File: src/rtl/regfile_wb_ctrl.sv
// Writeback controller: arbitrates load/ALU results into a small FIFO, drains one
// register-file write per cycle, and tracks per-register write-pending busy bits.
module regfile_wb_ctrl #(
   parameter int DATA_W = 16,
   parameter int ADDR_W = 3,
   parameter int NREG   = 4,
   parameter int DEPTH  = 4
) (
   input  logic              clk,
   input  logic              rst,
   input  logic              ld_valid,
   output logic              ld_ready,
   input  logic [ADDR_W-1:0] ld_addr,
   input  logic [DATA_W-1:0] ld_data,
   input  logic              alu_valid,
   output logic              alu_ready,
   input  logic [ADDR_W-1:0] alu_addr,
   input  logic [DATA_W-1:0] alu_data,
   input  logic              issue_valid,
   output logic              issue_ready,
   input  logic [ADDR_W-1:0] issue_addr,
   output logic [NREG-1:0]   busy,
   output logic              write,
   output logic [ADDR_W-1:0] wr_Addr,
   output logic [DATA_W-1:0] wr_Data,
   output logic              empty,
   output logic [7:0]        err_count
);
   localparam int PW = $clog2(DEPTH);
   localparam int CW = $clog2(DEPTH + 1);

   logic [ADDR_W-1:0] addr_mem [DEPTH];
   logic [DATA_W-1:0] data_mem [DEPTH];

   logic [PW-1:0]     wptr_q, wptr_d, rptr_q, rptr_d;
   logic [CW-1:0]     count_q, count_d;
   logic [NREG-1:0]   busy_q, busy_d;
   logic [7:0]        err_q, err_d;

   logic              full, fifo_empty, pop, push, bad;
   logic              ld_fire, alu_fire, acc, in_range, issue_fire;
   logic [ADDR_W-1:0] in_addr, head_addr;
   logic [DATA_W-1:0] in_data;
   logic [NREG-1:0]   issue_hit, clr_hit;

   assign full       = (count_q == CW'(DEPTH));
   assign fifo_empty = (count_q == '0);
   assign pop        = !fifo_empty;
   assign head_addr  = addr_mem[rptr_q];

   // Load path has fixed priority; ALU is only offered the slot when no load is valid.
   always_comb begin
      ld_ready  = !full;
      alu_ready = !full && !ld_valid;
      ld_fire   = ld_valid && ld_ready;
      alu_fire  = alu_valid && alu_ready;
      acc       = ld_fire || alu_fire;
      in_addr   = ld_fire ? ld_addr : alu_addr;
      in_data   = ld_fire ? ld_data : alu_data;
      in_range  = ({1'b0, in_addr} < (ADDR_W + 1)'(NREG));
      push      = acc && in_range;
      bad       = acc && !in_range;
   end

   genvar gi;
   generate
      for (gi = 0; gi < NREG; gi++) begin : g_busy
         assign issue_hit[gi] = (issue_addr == ADDR_W'(gi));
         assign clr_hit[gi]   = pop && (head_addr == ADDR_W'(gi));
      end
   endgenerate

   // Only in-range addresses produce a hit, so out-of-range issues are never ready.
   assign issue_ready = |(issue_hit & ~busy_q);
   assign issue_fire  = issue_valid && issue_ready;

   always_comb begin
      wptr_d  = push ? wptr_q + PW'(1) : wptr_q;
      rptr_d  = pop  ? rptr_q + PW'(1) : rptr_q;
      count_d = count_q;
      if (push && !pop)
         count_d = count_q + CW'(1);
      else if (pop && !push)
         count_d = count_q - CW'(1);
      // Set after clear so a same-edge set on the popped register wins.
      busy_d = (busy_q & ~clr_hit) | (issue_hit & {NREG{issue_fire}});
      err_d  = (bad && err_q != 8'hFF) ? err_q + 8'd1 : err_q;
   end

   always_ff @(posedge clk or posedge rst) begin
      if (rst) begin
         wptr_q  <= '0;
         rptr_q  <= '0;
         count_q <= '0;
         busy_q  <= '0;
         err_q   <= '0;
      end else begin
         wptr_q  <= wptr_d;
         rptr_q  <= rptr_d;
         count_q <= count_d;
         busy_q  <= busy_d;
         err_q   <= err_d;
      end
   end

   always_ff @(posedge clk) begin
      if (push) begin
         addr_mem[wptr_q] <= in_addr;
         data_mem[wptr_q] <= in_data;
      end
   end

   assign write     = pop;
   assign wr_Addr   = pop ? head_addr : '0;
   assign wr_Data   = pop ? data_mem[rptr_q] : '0;
   assign empty     = fifo_empty;
   assign busy      = busy_q;
   assign err_count = err_q;
endmodule

File: config.mk
export PLATFORM = sky130hd
export DESIGN_NAME = regfile_wb_ctrl
export DESIGN_NICKNAME = d
export VERILOG_FILES = /design/src/rtl/regfile_wb_ctrl.sv
export SDC_FILE = /design/constraint.sdc
export NUM_CORES = 1
export LEC_CHECK = 0
export ABC_CLOCK_PERIOD_IN_PS = 2400
export CAP_MARGIN = 20
export CORE_UTILIZATION = 35
export DETAILED_ROUTE_END_ITERATION = 8
export GPL_TIMING_DRIVEN = 0
export MAX_ROUTING_LAYER = met4
export PLACE_DENSITY = 0.68
export REMOVE_ABC_BUFFERS = 1
export SYNTH_ARGS = -nofsm -noshare
export SYNTH_HDL_FRONTEND = slang
export SYNTH_SLANG_ARGS = --single-unit
File: constraint.sdc
create_clock -name clk -period 2.4 [get_ports clk]
set_input_delay 0.6 -clock clk [delete_from_list [all_inputs] [get_ports clk]]
set_output_delay 0.6 -clock clk [all_outputs]
set_load 0.02 [all_outputs]
detail.png
The bar under the picture is 5 um long. Region (46, 68) to (66, 88) um. Cells in grey, sequential cells in the stronger grey; small squares are vias.
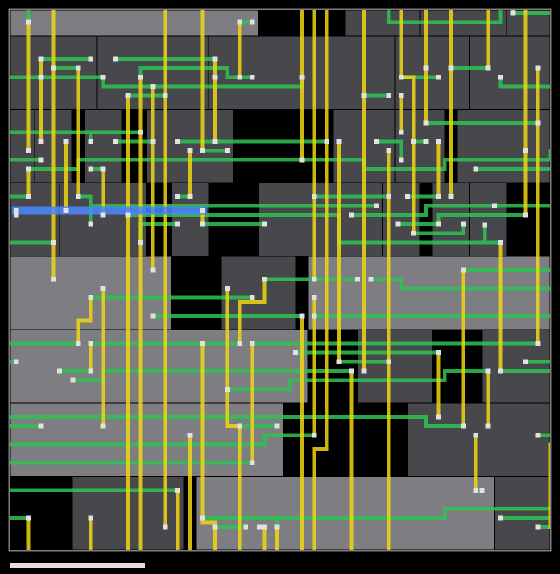
colour	layer
blue	metal 3
yellow	metal 2
green	metal 1
most frequent	buf_4 (4), nor2_1 (3), edfxtp_1 (3)
cells with their middle in the window	28
sequential cells in the window	5
netlist names of flops here include	`addr_mem` (3)

congestion.png
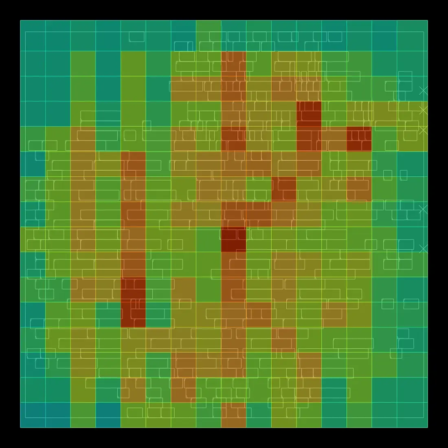
total track usage: 14.7%
Layout Utilization: 49.4%
gr busiest metal: met2
Routed WL per cell: 17.1 um
grt met2 use: 24.1%

flops_by_reg.png
The bar under the picture is 20 um long. Other sequential cells in the stronger grey, the rest of the logic in the fainter grey.
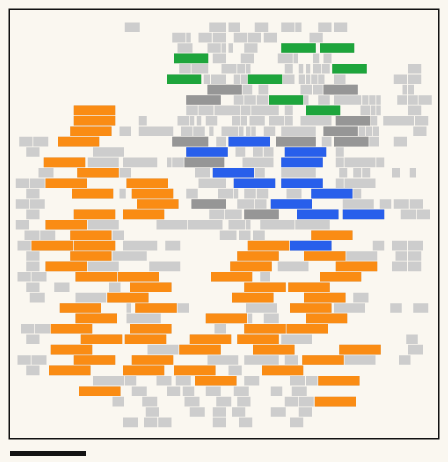
colour	name in the netlist	flops
blue	`addr_mem`	12
green	`err_count`	8
orange	`data_mem`	64

==> metrics.csv <==
stage,metric,value,unit
final_timing,fmaxAchievable,406,MHz
clocking,htreeDepth,3,
global_routing,grt_overflow_total,0,
floorplanning,io-pin-count,82,
placed_design,port_buffers,81,
yosys,ys_types,37,
final_timing,skew,0.0101,ns
final_timing,hold_viol_final,0,
final_timing,rsz0062_at_grt,yes,
drt,top_layer,met4,
yosys,aoi_share,1.98,%
clocking,cts_tree,built,
yosys,yosys.area_share.xor_xnor,2.48,%
setup_path,worstPathArrival,1.86,ns
global_routing,antenna_found_initial,0,
min_path,hp-class,reg -> reg,
setup_path,rrSetupSlack,0.53,ns
yosys,ys_sh_adder,1.77,%
final_timing,tightestPinTransition,0.718,ns
yosys,yosysWarnings,0,
job,maxCapViolCount,0,
cells_and_area,drive_above_1_share,36.6,%
final_timing,slew_headroom,52.1,%
yosys,yosys_area,4230,um2
placed_design,dpl_cell_area,5170,um2
yosys,syn_inst,252,
yosys,netlist_logic_family_top,multiplexers,
job,warnings,30,
cells_and_area,area_delta_synth_final,35.7,%
clocking,holdBufCountCts,0,
cells_and_area,combGateArea,1470,um2
pwr,peakVddDrop,0.000502,V
setup_path,cp_slowest_cell,dfrtp_4,
floorplanning,fp_util,36.4,%
drt,initialDrtViolationCount,166,
pwr,p_leak,0.00209,uW
yosys,ys_ff,95,
drt,met3_length,325,um
drt,dr.pass1.iters,6,
cells_and_area,fillCellCount,1000,
setup_path,path_cells,buf_12 -> buf_6 -> mux4_2 -> and2_4 -> buf_6,
clocking,clk_latency,0.33,ns
floorplanning,die_h,112,um
floorplanning,die-width,112,um
clocking,cts_buffer_depth,2,
placed_design,hpwl,5.01,mm
global_routing,grt_pass1_vias,2531,
final_timing,report.final.slew_viol_count,0,
run_status,status,finished with violations,
yosys,async_flop_share,20.0,%
cells_and_area,fin_area,5740,um2
yosys,ff_type,edfxtp_1,
setup_path,crit_required,1.80,ns
floorplanning,fp.coreArea,11600,um2
floorplanning,row_count,39,
setup_path,critical_path.max_fanout,8,
yosys,most_common_cell,edfxtp_1,
yosys,synth_area_leader_cell,edfxtp_1,
yosys,ys_seq_share,65.2,%
final_timing,finalClockPeriodUsage,103,%
cells_and_area,n_antenna_cell,0,
placed_design,gp_congestion,0.715,
cells_and_area,layout.nets,405,
setup_path,end_kind,output pin,
global_routing,grt_pass1_wl,13.5,mm
drt,wl,8.58,mm
clocking,path_clk_slew,0.07,ns
drt,met1_length,3.84,mm
yosys,top_area_share,53.9,%
drt,wl_met2,4.35,mm
pwr,p_per_area,1260,nW/um2
yosys,syn_area_per_cell,16.8,um2
final_timing,setup_ws,-0.0629,ns
yosys,ys_sh_simple,8.99,%
clocking,cts_sinks,95,
clocking,cts_buffers,9,
yosys,ys_top_cells_by_area,"edfxtp_1 (54%), mux4_2 (12%), dfrtp_1 (11%), mux2_2 (5.9%), and2_1 (3.3%)",
final_timing,setup_viol,4,
yosys,synth.cell_area,4230,um2
setup_path,path_class,reg -> out,
drt,drtAntennaViolNets,0,
yosys,synth.cells.most_frequent,"edfxtp_1 (76), and2_1 (22), mux2_2 (22), mux4_2 (22), dfrtp_1 (19)",
final_timing,period_needed,2.46,ns
floorplanning,chip_area,12500,um2
cells_and_area,regArea,2770,um2
drt,via_count,2477,
clocking,ctsRootBufferMaster,clkbuf_16,
global_routing,grt_max_degree,23,
setup_path,cpMostUsedCell,buf_6,
yosys,ys_cells,252,
setup_path,slowest_delay,0.54,ns
yosys,ys_sh_mux,17.6,%
yosys,synth-edff-count,76,
setup_path,start_kind,flip-flop,
drt,viasPerCell,4.94,
run_status,violations,"design-rule violations, negative setup slack",
drt,route.detailed.drc,5,
[report_power, final]
group / switching (uW) / internal (uW) / leakage (uW) / total (uW)
registers: 256 / 2210 / 0.000922 / 2460
logic: 1510 / 1840 / 0.00102 / 3350
clock network: 564 / 840 / 0.000151 / 1400
total: 2330 / 4890 / 0.00209 / 7220
[sequential cells by signal, summed over array words and instances, names as in the netlist]
signal and flops:
data_mem 64, rptr_q 2, count_q 3, err_count 8
wptr_q 2, addr_mem 12, busy 4
[metal layers]
metal / global-route usage (%) / vias to the layer above
met3: 2.12 / 4
li1: - / 1160
met4: 6.13 / 0
met1: 18.4 / 1242
met5: - / -
met2: 24.1 / 71
[critical path: cells and delay by family, from the launching register on]
| kind | cells | cell delay [ns] |
|---|---|---|
| flops | 1 | 0.54 |
| mux | 1 | 0.41 |
| buf+inv | 3 | 0.40 |
| simple gates | 1 | 0.17 |
[metrics by stage]
| stage | total power, uW | setup TNS (ns) | setup slack (ns) | instances | hold WS [ns] |
|---|---|---|---|---|---|
| finish | 7220 | -0.202 | -0.0629 | 501 | 0.509 |
| global route | 7610 | -0.616 | -0.111 | 501 | 0.533 |
| CTS | 6740 | -0.765 | -0.110 | 496 | 0.497 |
| detailed placement | 5250 | -66.01 | -0.773 | 468 | 0.480 |
| global placement | 5200 | -73.36 | -0.945 | 468 | 0.463 |
| floorplan | 4100 | -0.810 | -0.0493 | 244 | 0.445 |
[layout by cell type (no fill, tap or decap), types with 8 or more instances in the layout]
cell,Yosys,layout
nand2_1,9,8
mux4_2,22,22
buf_4,2,8
buf_6,2,22
mux2_2,22,22
xnor2_1,9,9
dfrtp_1,19,16
clkbuf_16,0,11
and2_4,0,21
clkdlybuf4s50_1,0,56
edfxtp_1,76,76
[what timing repair did]
| item | in CTS | in global routing |
|---|---|---|
| gates cloned | 0 | 1 |
| endpoints found under the hold margin | 0 | 0 |
| endpoints found under the setup margin | 100 | 100 |
| pin swaps | 1 | 9 |
| resized | 99 | 63 |
| setup buffers | 12 | 4 |
[cells by family (layout without fill, tap and decap cells)]
logic type | Yosys count | in the layout
xor gates and xnor gates | 12 | 12
buffers and inverters | 16 | 121
DFF | 95 | 95
muxes | 44 | 44
adders and majority gates | 6 | 6
AOI/OAI and AO/OA | 14 | 14
and+or+nand+nor | 65 | 66
[final cells by class]
class | count | area share [%]
Tap cell | 143 | 3.12
Inverter | 8 | 0.523
Sequential cell | 95 | 48.2
Clock buffer | 14 | 5.06
Clock inverter | 2 | 0.196
Timing Repair Buffer | 97 | 17.3
Multi-Input combinational cell | 142 | 25.6
[path summary, 6_finish.rpt]
| check | startpoint | end | cells after the start |
|---|---|---|---|
| min in group asynchronous | rst | rptr_q[1]$_DFFE_PP0N_ | 2 |
| max | rptr_q[0]$_DFFE_PP0N_ | wr_Data[15] | 5 |
| max in group asynchronous | rst | rptr_q[0]$_DFFE_PP0N_ | 2 |
| min reg2reg | busy[0]$_DFF_PP0_ | busy[0]$_DFF_PP0_ | 1 |
| min | busy[0]$_DFF_PP0_ | busy[0]$_DFF_PP0_ | 1 |
| max reg2reg | count_q[2]$_DFFE_PP0P_ | count_q[1]$_DFFE_PP0P_ | 7 |
No activity file was given, so power comes from the tool's default toggle rates.
